[config.mk]
export PLATFORM = sky130hd
export DESIGN_NAME = iq_upmixer
export DESIGN_NICKNAME = d
export VERILOG_FILES = /design/src/rtl/upmix_pkg.sv /design/src/rtl/upmix_mac.sv /design/src/rtl/iq_upmixer.sv
export SDC_FILE = /design/constraint.sdc
export NUM_CORES = 1
export LEC_CHECK = 0
export CORE_ASPECT_RATIO = 0.6
export CORE_MARGIN = 2
export CORE_UTILIZATION = 30
export DETAILED_ROUTE_END_ITERATION = 8
export GPL_TIMING_DRIVEN = 0
export PLACE_DENSITY_LB_ADDON = 0.2
export SLEW_MARGIN = 5
export SYNTH_ARGS = -nofsm -noshare
export SYNTH_HDL_FRONTEND = slang
export SYNTH_HIERARCHICAL = 1
export SYNTH_SLANG_ARGS = --single-unit
[constraint.sdc]
create_clock -name clk -period 7.94 [get_ports clk]
set_input_delay 1.191 -clock clk [delete_from_list [all_inputs] [get_ports clk]]
set_output_delay 1.191 -clock clk [all_outputs]
set_load 0.1 [all_outputs]
[src/rtl/upmix_pkg.sv]
// Shared types, default widths and helper functions for the I/Q upmixer.
package upmix_pkg;

    // Default build-time parameters for the upmixer and its pipeline.
    localparam int BB_W_DEF  = 12;
    localparam int NCO_W_DEF = 10;
    localparam int OUT_W_DEF = 16;
    localparam int RATE_DEF  = 4;
    localparam int SHIFT_DEF = 5;

    // Control state: IDLE until the first baseband sample arrives, then RUN forever.
    typedef enum logic {
        IDLE = 1'b0,
        RUN  = 1'b1
    } state_t;

    // Width of one baseband x carrier product.
    function automatic int prod_w(input int bb_w, input int nco_w);
        return bb_w + nco_w;
    endfunction

    // Width of the exact product difference I*cos - Q*sin.
    function automatic int diff_w(input int bb_w, input int nco_w);
        return prod_w(bb_w, nco_w) + 1;
    endfunction

    // Largest value representable in a signed w-bit word.
    function automatic longint sat_max(input int w);
        return (longint'(1) <<< (w - 1)) - longint'(1);
    endfunction

    // Smallest value representable in a signed w-bit word.
    function automatic longint sat_min(input int w);
        return -(longint'(1) <<< (w - 1));
    endfunction

endpackage

[src/rtl/upmix_mac.sv]
// Multiply / subtract / round / saturate pipeline for pb = I*cos - Q*sin.
// An operand register captures the sample presented with in_valid, followed by
// three arithmetic stages, so a result appears three clken edges after capture.
// All registers advance only when clken is high; data registers only load when
// the valid bit travelling with them is set, so out_pb holds between samples.
module upmix_mac
    import upmix_pkg::*;
#(
    parameter int BB_W  = BB_W_DEF,
    parameter int NCO_W = NCO_W_DEF,
    parameter int OUT_W = OUT_W_DEF,
    parameter int SHIFT = SHIFT_DEF
) (
    input  logic                    clk,
    input  logic                    reset_n,
    input  logic                    clken,
    input  logic                    in_valid,
    input  logic signed [BB_W-1:0]  in_i,
    input  logic signed [BB_W-1:0]  in_q,
    input  logic signed [NCO_W-1:0] in_cos,
    input  logic signed [NCO_W-1:0] in_sin,
    output logic signed [OUT_W-1:0] out_pb,
    output logic                    out_valid
);

    localparam int PW = prod_w(BB_W, NCO_W);
    localparam int DW = diff_w(BB_W, NCO_W);
    // One extra bit so adding the rounding constant can never wrap.
    localparam int AW = DW + 1;
    localparam int RND_SH = (SHIFT > 0) ? SHIFT - 1 : 0;
    // Round-half-up constant; zero when no bits are dropped.
    localparam logic signed [AW-1:0] RND = (SHIFT > 0) ? (AW'(1) <<< RND_SH) : '0;
    localparam longint SAT_HI = sat_max(OUT_W);
    localparam longint SAT_LO = sat_min(OUT_W);

    logic                    op_valid_reg;
    logic                    prod_valid_reg;
    logic                    diff_valid_reg;
    logic                    pb_valid_reg;
    logic signed [DW-1:0]    diff_reg;
    logic signed [AW-1:0]    round_next;
    longint                  sat_in;
    logic signed [OUT_W-1:0] pb_next;
    logic signed [OUT_W-1:0] pb_reg;

    // Two identical lanes: lane 0 forms I*cos, lane 1 forms Q*sin.
    for (genvar gi = 0; gi < 2; gi++) begin : g_lane
        logic signed [BB_W-1:0]  op_bb_reg;
        logic signed [NCO_W-1:0] op_car_reg;
        logic signed [PW-1:0]    prod_reg;

        // Capture operands, then register the full-precision product.
        always_ff @(posedge clk or negedge reset_n) begin
            if (!reset_n) begin
                op_bb_reg  <= '0;
                op_car_reg <= '0;
                prod_reg   <= '0;
            end else if (clken) begin
                if (in_valid) begin
                    op_bb_reg  <= (gi == 0) ? in_i   : in_q;
                    op_car_reg <= (gi == 0) ? in_cos : in_sin;
                end
                if (op_valid_reg) begin
                    prod_reg <= PW'(op_bb_reg) * PW'(op_car_reg);
                end
            end
        end
    end

    // Valid bits shadow the data through every stage.
    always_ff @(posedge clk or negedge reset_n) begin
        if (!reset_n) begin
            op_valid_reg   <= 1'b0;
            prod_valid_reg <= 1'b0;
            diff_valid_reg <= 1'b0;
            pb_valid_reg   <= 1'b0;
        end else if (clken) begin
            op_valid_reg   <= in_valid;
            prod_valid_reg <= op_valid_reg;
            diff_valid_reg <= prod_valid_reg;
            pb_valid_reg   <= diff_valid_reg;
        end
    end

    // Exact difference of the two products.
    always_ff @(posedge clk or negedge reset_n) begin
        if (!reset_n) begin
            diff_reg <= '0;
        end else if (clken && prod_valid_reg) begin
            diff_reg <= DW'(g_lane[0].prod_reg) - DW'(g_lane[1].prod_reg);
        end
    end

    // Round half up by dropping SHIFT LSBs, then clamp into the output range.
    always_comb begin
        round_next = AW'(diff_reg) + RND;
        round_next = round_next >>> SHIFT;
        sat_in     = longint'(round_next);
        if (sat_in > SAT_HI) begin
            pb_next = OUT_W'(SAT_HI);
        end else if (sat_in < SAT_LO) begin
            pb_next = OUT_W'(SAT_LO);
        end else begin
            pb_next = OUT_W'(sat_in);
        end
    end

    // Output register; keeps the last sample while no new result arrives.
    always_ff @(posedge clk or negedge reset_n) begin
        if (!reset_n) begin
            pb_reg <= '0;
        end else if (clken && diff_valid_reg) begin
            pb_reg <= pb_next;
        end
    end

    assign out_pb    = pb_reg;
    assign out_valid = pb_valid_reg;

endmodule

[src/rtl/iq_upmixer.sv]
// Baseband-to-passband upmixer: zero-order holds each I/Q sample for RATE
// carrier steps and streams I*cos - Q*sin through the rounding pipeline.
// A missing sample at the hold boundary is replaced by silence and flagged.
module iq_upmixer
    import upmix_pkg::*;
#(
    parameter int BB_W  = BB_W_DEF,
    parameter int NCO_W = NCO_W_DEF,
    parameter int OUT_W = OUT_W_DEF,
    parameter int RATE  = RATE_DEF,
    parameter int SHIFT = SHIFT_DEF
) (
    input  logic                    clk,
    input  logic                    reset_n,
    input  logic                    clken,
    input  logic                    nco_valid_i,
    input  logic signed [NCO_W-1:0] fsin_i,
    input  logic signed [NCO_W-1:0] fcos_i,
    input  logic signed [BB_W-1:0]  bb_i_i,
    input  logic signed [BB_W-1:0]  bb_q_i,
    input  logic                    bb_valid_i,
    output logic                    bb_ready_o,
    output logic signed [OUT_W-1:0] pb_o,
    output logic                    pb_valid_o,
    output logic                    underrun_o
);

    localparam int CNT_W = (RATE > 1) ? $clog2(RATE) : 1;
    localparam logic [CNT_W-1:0] CNT_LAST = CNT_W'(RATE - 1);

    state_t                 state_reg;
    logic [CNT_W-1:0]       cnt_reg;
    logic signed [BB_W-1:0] hold_i_reg;
    logic signed [BB_W-1:0] hold_q_reg;

    logic carrier_step;
    logic accept;
    logic at_last;
    logic feed_valid;

    assign carrier_step = clken & nco_valid_i;
    assign at_last      = (cnt_reg == CNT_LAST);
    // Ready in IDLE, and in RUN only while the final step of the current hold is pending.
    assign bb_ready_o   = (state_reg == IDLE) | at_last;
    assign accept       = clken & bb_valid_i & bb_ready_o;
    // Only RUN forwards carrier steps into the arithmetic pipeline.
    assign feed_valid   = (state_reg == RUN) & carrier_step;
    // Sample was due on this step but none was offered: silence is loaded instead.
    assign underrun_o   = (state_reg == RUN) & carrier_step & at_last & ~accept;

    // Control FSM with hold registers and the per-sample carrier step counter.
    always_ff @(posedge clk or negedge reset_n) begin
        if (!reset_n) begin
            state_reg  <= IDLE;
            cnt_reg    <= '0;
            hold_i_reg <= '0;
            hold_q_reg <= '0;
        end else if (clken) begin
            case (state_reg)
                IDLE: begin
                    if (accept) begin
                        hold_i_reg <= bb_i_i;
                        hold_q_reg <= bb_q_i;
                        cnt_reg    <= '0;
                        state_reg  <= RUN;
                    end
                end
                RUN: begin
                    if (carrier_step) begin
                        if (!at_last) begin
                            cnt_reg <= cnt_reg + 1'b1;
                        end else begin
                            // The step itself used the old sample; the reload applies from the next step.
                            cnt_reg    <= '0;
                            hold_i_reg <= accept ? bb_i_i : '0;
                            hold_q_reg <= accept ? bb_q_i : '0;
                        end
                    end else if (accept) begin
                        // Early delivery while waiting at the boundary: swap the sample, keep the count.
                        hold_i_reg <= bb_i_i;
                        hold_q_reg <= bb_q_i;
                    end
                end
                default: begin
                    state_reg <= IDLE;
                end
            endcase
        end
    end

    upmix_mac #(
        .BB_W  (BB_W),
        .NCO_W (NCO_W),
        .OUT_W (OUT_W),
        .SHIFT (SHIFT)
    ) u_mac (
        .clk       (clk),
        .reset_n   (reset_n),
        .clken     (clken),
        .in_valid  (feed_valid),
        .in_i      (hold_i_reg),
        .in_q      (hold_q_reg),
        .in_cos    (fcos_i),
        .in_sin    (fsin_i),
        .out_pb    (pb_o),
        .out_valid (pb_valid_o)
    );

endmodule

==> results.yml, run 1 <==
# flow metrics
min_path:
  whs_endpoint: "u_mac/g_lane[0].prod_reg[0]"
  holdCritStartpoint: "u_mac/g_lane[0].prod_reg[0]"
status:
  status: "finished, final reports clean"
yosys:
  avgSynthCellArea_um2: 9.61
  edf_count: 0
  syn-num-nets: 2079
  yosys-top-cells-count: "inv_1, fa_1, nand2_1"
  yosys_warnings: 6
  synthArstFlopShare: 1.00
  topCellsByArea: "fa_1, dfrtp_1, ha_1"
  ys_cells: 1687
  top_cell: "inv_1"
placed_design:
  placement.io_buffers: 67
  dpl-instance-area_um2: 17800
  dp_cells: 2458
timing:
  fin_crit_ns: 6.71
  tightestPinTransition_ns: 0.987
  slew_headroom: 0.340
  holdWs_ns: 0.476
  hold_viol: 0
  worst_slack_ns: 1.23
  setup_tns_ns: 0
cells_and_area:
  stdcell_area_um2: 18400
  utilization: 0.347
  final_nets: 2166
  largest_reg_flops: 44
drt:
  remaining_drc_errors: 0
  wl_per_cell_um: 15.9
flow_run:
  max_cap_violations: 0
grt:
  grt_pass1_wl_um: 66300
  grt_max_degree: 110
  grt_use_total: 0.151
  grt_pass1_vias: 11800
setup_path:
  path_class: "reg -> reg"
  crit_path_end_kind: "flip-flop"
  worstPathRequired_ns: 8.25
  timing.rr.start: "u_mac/g_lane[0].op_bb_reg[0]"
  reg2regPathDepth: 19
  worstPathCellList: "clkbuf_1, nand2b_1, fa_1, fa_1, inv_1, fa_1, fa_1, inv_1, fa_1, inv_1, ha_1, and3_1, a221oi_1, a21boi_1, a311oi_1, o311ai_0, a21oi_1, xnor2_1, o21ai_0"
floorplanning:
  initCoreUtil: 0.306
  core-area_um2: 52900
  dieArea_um2: 56000
clocking:
  cts.clk_slew.worst_paths_ns: 0.07
  cts_resized: 0
  cts_inserted_buffers: 17
  cts_max_path_buffers: 2
  clock.latency.late_pin_ns: 0.45
-- run 1: worst register-to-register path, stage by stage (launching register included) --
cell and delay (ns):
dfrtp_1 0.35, clkbuf_1 0.65, nand2b_1 0.30, fa_1 0.48, fa_1 0.50, inv_1 0.05
fa_1 0.46, fa_1 0.49, inv_1 0.07, fa_1 0.49, inv_1 0.04, ha_1 0.33
and3_1 0.19, a221oi_1 0.42, a21boi_1 0.21, a311oi_1 0.71, o311ai_0 0.30, a21oi_1 0.23
xnor2_1 0.20, o21ai_0 0.11
-- run 1: cells by family after synthesis --
logic type | Yosys count | synth area share
AOI/OAI and AO/OA | 222 | 0.0912
adders and majority gates | 343 | 0.364
muxes | 69 | 0.0478
DFF | 154 | 0.238
and+or+nand+nor | 426 | 0.126
xor gates and xnor gates | 73 | 0.0394
buffers and inverters | 400 | 0.0944
-- run 1: cell type report --
type                    count  area [um2]  area share
multi-input cells        1133       10800       0.589
repair buffers             68         703      0.0382
inverters                 332        1250      0.0678
well taps                 703         880      0.0478
clock inverters            14         164     0.00891
clock buffers              17         425      0.0231
plain buffers              68         284      0.0154
flip-flops and latches    154        3850       0.210
-- run 1: routing by layer --
| layer | wire length (um) | track usage | share of wire | up-vias |
|---|---|---|---|---|
| met3 | 2520 | 0.0378 | 0.064 | 22 |
| li1 | - | - | - | 5490 |
| met5 | 13 | 0 | 0.00033 | - |
| met4 | 275 | 0.0249 | 0.0069 | 2 |
| met2 | 13900 | 0.190 | 0.35 | 224 |
| met1 | 22900 | 0.252 | 0.58 | 5660 |
==> run_1/layer_met1.png <==
The bar under the picture is 100 um long. Supply wires on this layer in gray.
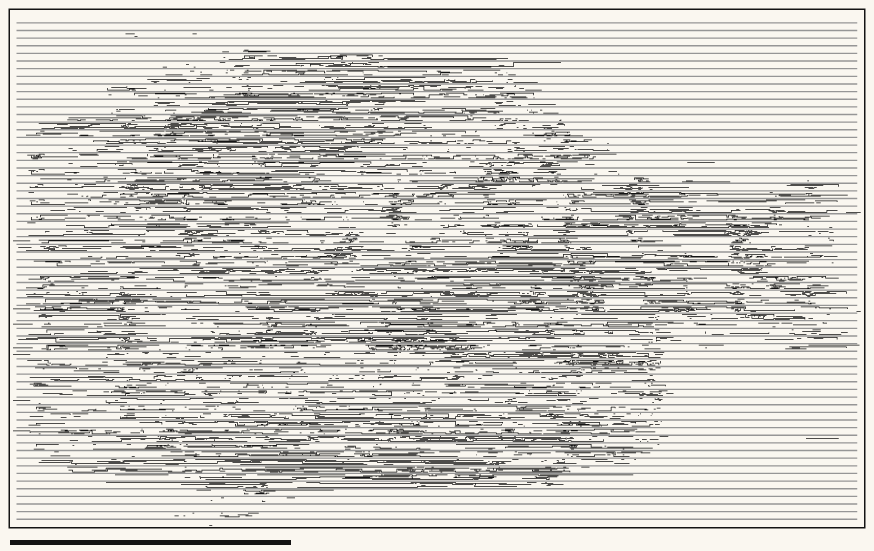
main direction: horizontal
wire length on this layer: 22.9 mm
share of all routed wire: 58%
longest straight run: 66.2 um
nets with wire on the layer: 1993
M1 GR Usage: 0.252
Via Count: 11400
final wirelength: 39700 um

==> run_1/layer_met2.png <==
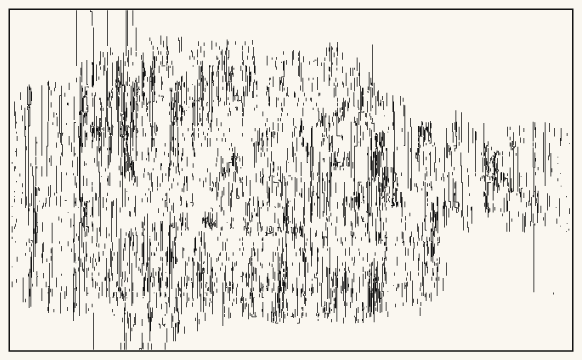
wire length on this layer: 13900 um
longest straight run: 62.7 um
met2 usage: 0.190

==> run_1/layer_met3.png <==
The bar under the picture is 100 um long.
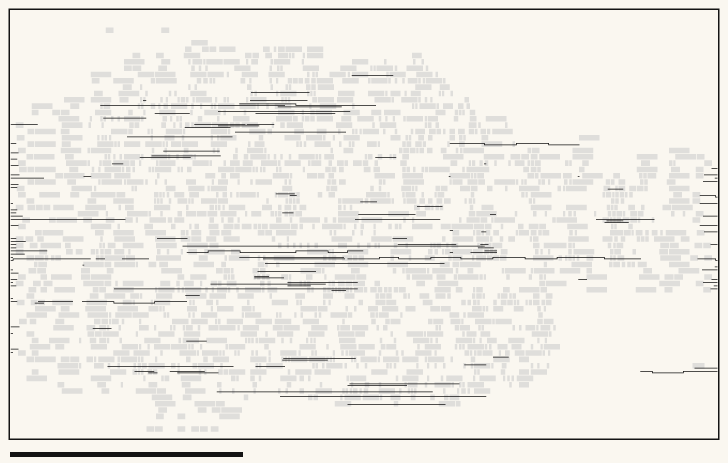
nets with wire on the layer: 120
wire length on this layer: 2520 um
main direction: horizontal
longest straight run: 130 um
share of all routed wire: 6.4%
GR Util met3: 0.0378

==> run 1 -> run 2 <==
==> constraint.sdc (replaced) <==
create_clock -name clk -period 6.44 [get_ports clk]
set_input_delay 0.966 -clock clk [delete_from_list [all_inputs] [get_ports clk]]
set_output_delay 0.966 -clock clk [all_outputs]
set_load 0.1 [all_outputs]
==> run 2 against run 1 <==
Global-route usage barely moved. Final cell count is 0.60% lower. Routed wire length hardly changed. Largest cell class unchanged. Highest routed layer unchanged.
==> results.yml, run 2 <==
# flow metrics
timing:
  fmax_mhz: 163
  slew_headroom: 0.340
  hold_viol: 0
  worst_slack_ns: 0.315
  period_used_share: 0.951
  tightestPinTransition_ns: 0.987
  fin_crit_ns: 6.13
  setup_tns_ns: 0
  holdWs_ns: 0.399
setup_path:
  crit_arrival_ns: 6.44
  worstPathRequired_ns: 6.75
  path_class: "reg -> reg"
  worstPathCellList: "clkbuf_2, and2_1, fa_1, inv_1, fa_1, inv_1, fa_1, fa_1, inv_1, fa_1, inv_1, ha_1, and3_1, a221oi_1, a21boi_2, a311oi_2, buf_4, o311ai_0, a21oi_1, xnor2_1, o21ai_0"
  r2r-end: "u_mac/g_lane[0].prod_reg[21]"
  crit_path_end_kind: "flip-flop"
  critPathCapture: "u_mac/g_lane[0].prod_reg[21]"
  reg2regPathDepth: 21
  timing.rr.start: "u_mac/g_lane[0].op_car_reg[4]"
placed_design:
  dpl-instance-area_um2: 17800
  dp_cells: 2458
  placement.io_buffers: 67
yosys:
  syn-num-nets: 2079
  yosys_warnings: 6
  synth_top_area_share: 0.264
  synthArstFlopShare: 1.00
  yosys-top-cells-count: "inv_1, fa_1, nand2_1"
  ys_cells: 1687
  avgSynthCellArea_um2: 9.61
  top_cell: "inv_1"
  edf_count: 0
  topCellsByArea: "fa_1, dfrtp_1, ha_1"
  syn_inst: 1687
grt:
  grt_use_total: 0.151
  grt_pass1_vias: 11800
  grt_pass1_wl_um: 66300
  grt_max_degree: 110
min_path:
  hp-class: "in -> async"
drt:
  ant_nets: 0
  wl_per_cell_um: 16.0
  drt_pass1_iterations: 6
  remaining_drc_errors: 0
cells_and_area:
  largest_reg_flops: 44
  syn_to_final_growth_pct: 13.3
  instances_no_fill: 2474
  utilization: 0.347
  lay_top_cells: "inv_1, nand2_1, fa_1, dfrtp_1, ha_1"
  stdcell_area_um2: 18400
  final_nets: 2151
  final_common_cell: "inv_1"
floorplanning:
  fp-row-count: 65
  initCoreUtil: 0.306
  die_h_um: 184
  dieArea_um2: 56000
  core-area_um2: 52900
clocking:
  clock.latency.late_pin_ns: 0.45
  cts.clk_slew.worst_paths_ns: 0.07
  cts_max_level: 4
  cts_max_path_buffers: 2
  cts_tree: "done"
  cts_inserted_buffers: 17
flow_run:
  max_cap_violations: 0
status:
  status: "finished, final reports clean"
run 2: cell count changes in the layout (fill, tap and decap cells not counted), sizes merged:
cell / before / now
buf: 8 / 9
clkbuf: 79 / 63
run 2: final cells by class:
| type | instances | area, um2 | area share |
|---|---|---|---|
| buffer | 52 | 233 | 0.0127 |
| clock buffer | 17 | 425 | 0.0232 |
| clock inverter | 14 | 164 | 0.00892 |
| inverter | 332 | 1250 | 0.0678 |
| multi-input combinational | 1133 | 10900 | 0.591 |
| sequential | 154 | 3850 | 0.210 |
| tap | 703 | 880 | 0.0479 |
| timing repair buffer | 69 | 711 | 0.0387 |
run 2: cell families after synthesis:
| kind of cell | synth area share |
|---|---|
| AND-OR/OR-AND | 0.0912 |
| XOR/XNOR | 0.0394 |
| adder cells (fa/ha/maj) | 0.364 |
| buffers and inverters | 0.0944 |
| flip-flops | 0.238 |
| multiplexers | 0.0478 |
| AND/OR/NAND/NOR | 0.126 |
run 2: repair_timing:
action / CTS / global route
resized: 1 / 18
buffers inserted: 0 / 1
endpoints found under the setup margin: 2 / 8
pin swaps: 0 / 1
run 2: metal layers:
layer / up-vias / part of all wire / GRT usage
met5: - / 0.00033 / 0
met4: 2 / 0.0070 / 0.0249
met3: 22 / 0.058 / 0.0381
met2: 221 / 0.35 / 0.190
met1: 5654 / 0.58 / 0.252
li1: 5449 / - / -
==> run_2/layer_met2.png <==
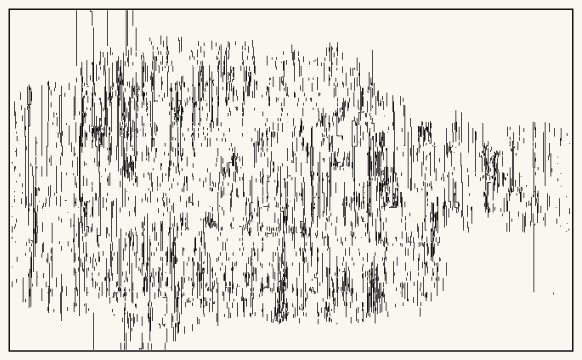
share of all routed wire: 35%
main direction: vertical
wire length on this layer: 13900 um
final wirelength: 39600 um
Via Count: 11300
met2 usage: 0.190

==> run_2/layer_met4.png <==
Supply wires on this layer in gray.
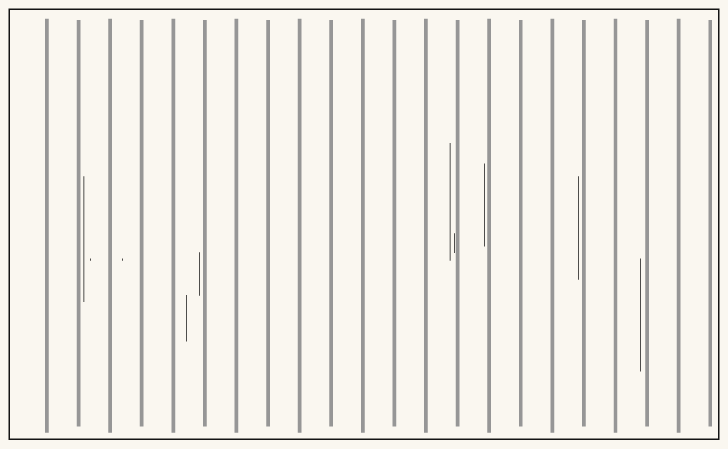
share of all routed wire: 0.70%
main direction: vertical

==> run_2/layer_met3.png <==
The bar under the picture is 100 um long.
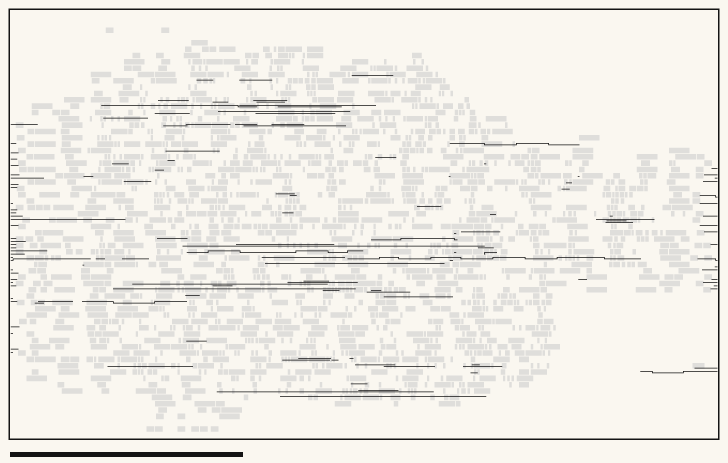
nets with wire on the layer: 117
main direction: horizontal
GR Util met3: 0.0381

